Run 1, cell area per tile:
Drawn at 2 px/um. 12 x 20 tiles, from black (low) to pale yellow (high), 0 to 100% covered.
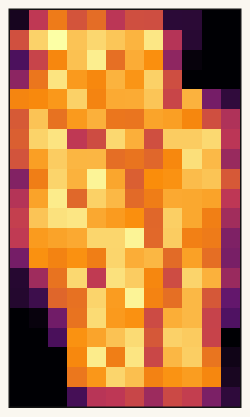
Run 1, metal layers overlaid:
Drawn at 2 px/um.
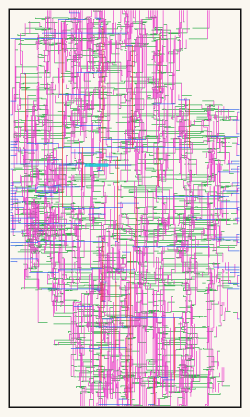
Run 1, clock routing:
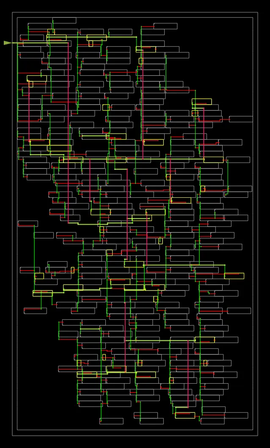
Design riscv_iq, sky130hd; sources not shown.
==> qor.yml, run 1 <==
yosys_area_mm2: 0.0119
critPathMaxFanout: 23
antenna_found_initial: 1
ys_warn_count: 0
clkTransAtPathRegs_ns: 0.06
rows: 71
worstSetupEndpointType: "output pin"
clock.fmax_mhz: 297
cts-root-buf: "clkbuf_16"
syn_nets: 625
layout-drive-gt1-share: 0.313
final_nets: 791
setup_slack_ns: 0.282
yosysUniqueCellTypes: 41
vias_per_cell: 5.77
dp_hpwl_mm: 14.5
io_pins: 148
path_cells: "buf_4, mux4_2, and2_1, buf_4"
syn_avg_cell_area_um2: 21.6
crit_required_ns: 2.92
dr.pass1.iters: 4
dpl_worst_slack_ns: 0.524
finalHoldViolations: 0
port_buffers: 147
tns_ns: 0
whs_path_depth: 2
synthFlopType: "edfxtp_1"
clock_latency_ns: 0.52
htreeDepth: 1
status: "finished clean"
grt-ovfl-total: 0
period_used_share: 0.923
timing.final.setup_violations: 0
postCtsHoldBufs: 0
worstSetupPathDepth: 4
rsz0062_at_grt: "no"
vias: 5721
fin_crit_ns: 3.37
edf_count: 288
ys_seq_share: 0.763
start_kind: "register"
synth_cells: 550
fin_worst_skew_ns: 0.0130
syn_area_mm2: 0.0119
syn2layout_area_growth_pct: 21.1
die_x_um: 115
ys_ff: 304
Back to the opening pictures, 'cell area per tile':
The mean over all tiles is 62%. The fullest tile reaches 100%. 9.6% of the tiles are nearly empty. The emptiest ninth of the die: south-west. 44% of the tiles are over 75% full.
final core utilization: 0.674
floorplan core density: 0.556
core area: 0.0213 mm^2

Back to the opening pictures, 'metal layers overlaid':
Red marks metal 4, wire length 678 um. Green marks metal 1, wire length 8240 um. Blue marks metal 3, wire length 1120 um. Cyan marks metal 5, wire length 10.1 um. Magenta marks metal 2, wire length 12900 um.
final wirelength: 22.9 mm
Avg WL per Cell: 23.1 um
Total GRT Usage: 0.203

Back to the opening pictures, 'clock routing':
Num CTS Buffers: 26
clock buffers: 29
clk sinks: 304

## run 1: per-layer routing
metal,track usage,wire length (um)
met3,0.0346,1120
met5,0,10
met1,0.239,8240
met4,0.0678,677
met2,0.373,12900
## run 1: through the flow
stage / hold WS (ns) / utilization / area [um^2] / cells
global route: 0.515 / 0.674 / 14400 / 991
global placement: 0.484 / 0.635 / 13500 / 943
detailed placement: 0.460 / 0.635 / 13500 / 943
CTS: 0.490 / 0.674 / 14400 / 991
finish: 0.490 / 0.674 / 14400 / 991
floorplan: 0.434 / - / 11900 / 550
## run 1: kinds of logic (layout without fill, tap and decap cells)
logic type	Yosys count	after routing	share of synthesized area
DFF	304	304	0.763
and+or+nand+nor	105	105	0.0565
muxes	75	75	0.140
buffers and inverters	36	222	0.0173
AOI/OAI and AO/OA	14	14	0.00928
xor gates and xnor gates	10	10	0.00739
adders and majority gates	6	6	0.00696
## run 1: cells in the mapped netlist (2+ instances only)
library cell / number / area (um^2)
or2_1: 3 / 18.8
buf_6: 7 / 78.8
and2_1: 74 / 463
a21oi_1: 2 / 10.0
nor2_1: 10 / 37.5
nor3_2: 2 / 20.0
inv_1: 7 / 26.3
nor3_1: 2 / 10.0
mux2_2: 2 / 22.5
xnor2_1: 3 / 26.3
nand3b_1: 2 / 15.0
buf_4: 2 / 15.0
edfxtp_1: 288 / 8650
o31ai_1: 2 / 15.0
dfrtp_1: 16 / 400
mux4_2: 72 / 1620
ha_1: 5 / 62.6
xor2_1: 7 / 61.3
buf_2: 8 / 40.0
clkbuf_1: 12 / 45.0
nand3_1: 3 / 15.0
a21o_1: 2 / 15.0
## run 1: layout make-up
| type | instances | area (um^2) |
|---|---|---|
| sequential | 304 | 9060 |
| clock inverter | 19 | 138 |
| tap | 255 | 319 |
| fill | 1347 | 6960 |
| multi-input combinational | 210 | 2620 |
| timing repair buffer | 167 | 1530 |
| clock buffer | 29 | 683 |
| inverter | 7 | 26.3 |
## run 1: worst min-delay path: stages, from the launching register on
cell,delay [ns]
dfrtp_1,0.35
inv_1,0.04
o31ai_1,0.06
Run 1, pin placement:
Drawn at 2 px/um. Pins as bars across the die edge, other pins in grey.
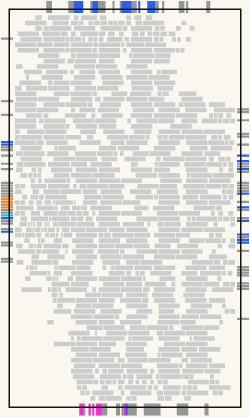

## Run 2: what changed since run 1
CORE_ASPECT_RATIO = 0.5   (was 1.75)
Run 2, pin placement:
Drawn at 2 px/um. Pins as bars across the die edge, other pins in grey.
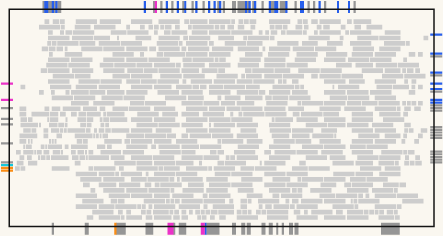
Orange marks `iq_count`, pins 3, direction output, edge 2 west, 1 south. Magenta marks `iq_tag`, pins 8, direction output, edge 5 south, 2 west, 1 north. Cyan marks `iq_rdy`, pins 1, direction input, edge west. Blue marks `iq_addr`, pins 32, direction output, edge 24 north, 7 east, 1 south.
chip height: 108 um
I/O Buffers: 147
Die Wd: 212 um

==> run 2 against run 1 <==
- maximum frequency rose by 2.8%
- first-iteration DRC count is 40% higher
- worst hold slack got worse by 0.0089 ns
- global-route usage increased by 0.11 points
- critical endpoint is now iq_data[6]
==> qor.yml, run 2 <==
tool_warnings: 29
synth_top_cell_by_count: "edfxtp_1"
worst_pin_slew_ns: 0.967
hp-class: "register to register"
edf_count: 288
tns_ns: 0
synthTopCellsByCount: "288 x edfxtp_1, 74 x and2_1, 72 x mux4_2"
critPathKind: "register to output pin"
lay_top_cells: "288 x edfxtp_1, 84 x buf_4, 72 x mux4_2"
synthFlopType: "edfxtp_1"
clock.fmax_mhz: 305
drv_cap: 0
finalHoldViolations: 0
crit_required_ns: 2.92
htreeDepth: 1
rsz0062_at_grt: "no"
cts_resized: 0
crit_top_cell: "buf_4"
async_flop_share: 0.0526
yosys.area.top_type_share: 0.729
crit_slowest_cell: "dfrtp_1"
clkTransAtPathRegs_ns: 0.07
syn_avg_cell_area_um2: 21.6
drc_errors: 0
dieArea_mm2: 0.0228
vias_per_cell: 5.67
ys_ff: 304
clock_latency_ns: 0.52
clock_path_buffers: 3
yosys_area_mm2: 0.0119
area_leaders: "edfxtp_1 73%, mux4_2 14%, and2_1 3.9%, dfrtp_1 3.4%, buf_6 0.66%"
core-area_mm2: 0.0208
vias: 5718
io_pins: 148
lay_top_count: "edfxtp_1"
critPathMaxStageDelay_ns: 0.59
fin_worst_skew_ns: 0.0198
syn_area_mm2: 0.0119
post_cts_buffers: 0
dp_hpwl_mm: 13.8
cts-root-buf: "clkbuf_16"
worstSetupEndpointType: "output pin"
path_cells: "nor3_2, buf_4, inv_2, buf_12, and2_1, buf_4"
maxSlewViolCount: 0
dr.pass1.iters: 4
syn_nets: 625
drt.antenna.violating_nets: 0
syn2layout_area_growth_pct: 22.8
synth_cells: 550
critPathMaxFanout: 42
cts.sinks: 304
antenna_found_initial: 0
n_fill_cell: 1276
status: "finished clean"
period_used_share: 0.898
fp_util: 0.569
start_kind: "register"
yosysUniqueCellTypes: 41
routedWlPerCell_um: 22.2
postCtsHoldBufs: 0
finalWirelength_mm: 22.4
fin_crit_ns: 3.28
whs_path_depth: 2
place_congestion: 0.792
ys_warn_count: 0
reg2reg_depth: 7
grt_usage: 0.204
cts_made_buffers: 26
grt-ovfl-total: 0
ys_seq_share: 0.763
top_area_cell: "edfxtp_1"
grt_max_degree: 52
antenna_cells: 0
timing.final.setup_violations: 0
rows: 37
layout-drive-gt1-share: 0.310
final_nets: 791
stdcell_area_mm2: 0.0146
dpl_cell_area_mm2: 0.0136
[run 2: cell count changes in the layout (fill, tap and decap cells not counted), moves of 2 or more]
cell	change
clkinv_2	-6
clkbuf_8	+2
buf_12	+6
bufinv_16	+4
buf_4	-6
clkinv_4	-2
[run 2: stage by stage]
step,hold WS (ns),util,cells,setup WS (ns)
after floorplan,0.434,-,550,0.132
after global placement,0.469,0.655,961,0.634
after detailed placement,0.463,0.655,961,0.521
after CTS,0.488,0.699,1009,0.353
after global routing,0.546,0.699,1009,0.185
final,0.481,0.699,1009,0.372
[run 2: layout make-up]
cell class	instances	area [um^2]	area share
Inverter	7	26.3	0.00180
Timing Repair Buffer	167	1600	0.110
Sequential cell	304	9060	0.622
Clock inverter	16	210	0.0144
Clock buffer	32	714	0.0490
Multi-Input combinational cell	210	2620	0.180
Tap cell	273	342	0.0234
[run 2: per-layer routing]
layer / wire [um] / GRT usage
met3: 1090 / 0.0333
met1: 9400 / 0.286
met2: 11500 / 0.344
met4: 410 / 0.0483
met5: 0 / 0
[run 2: critical path: cells and delay by family, from the launching register on]
family	cells	cell delay [ns]
and+or+nand+nor	2	0.27
buffers and inverters	4	1.12
DFF	1	0.59
[run 2: cell families after synthesis]
kind of cell | count (synthesis) | synth area share
adder cells (fa/ha/maj) | 6 | 0.00696
buffers and inverters | 36 | 0.0173
flip-flops | 304 | 0.763
AND/OR/NAND/NOR | 105 | 0.0565
AND-OR/OR-AND | 14 | 0.00928
multiplexers | 75 | 0.140
XOR/XNOR | 10 | 0.00739
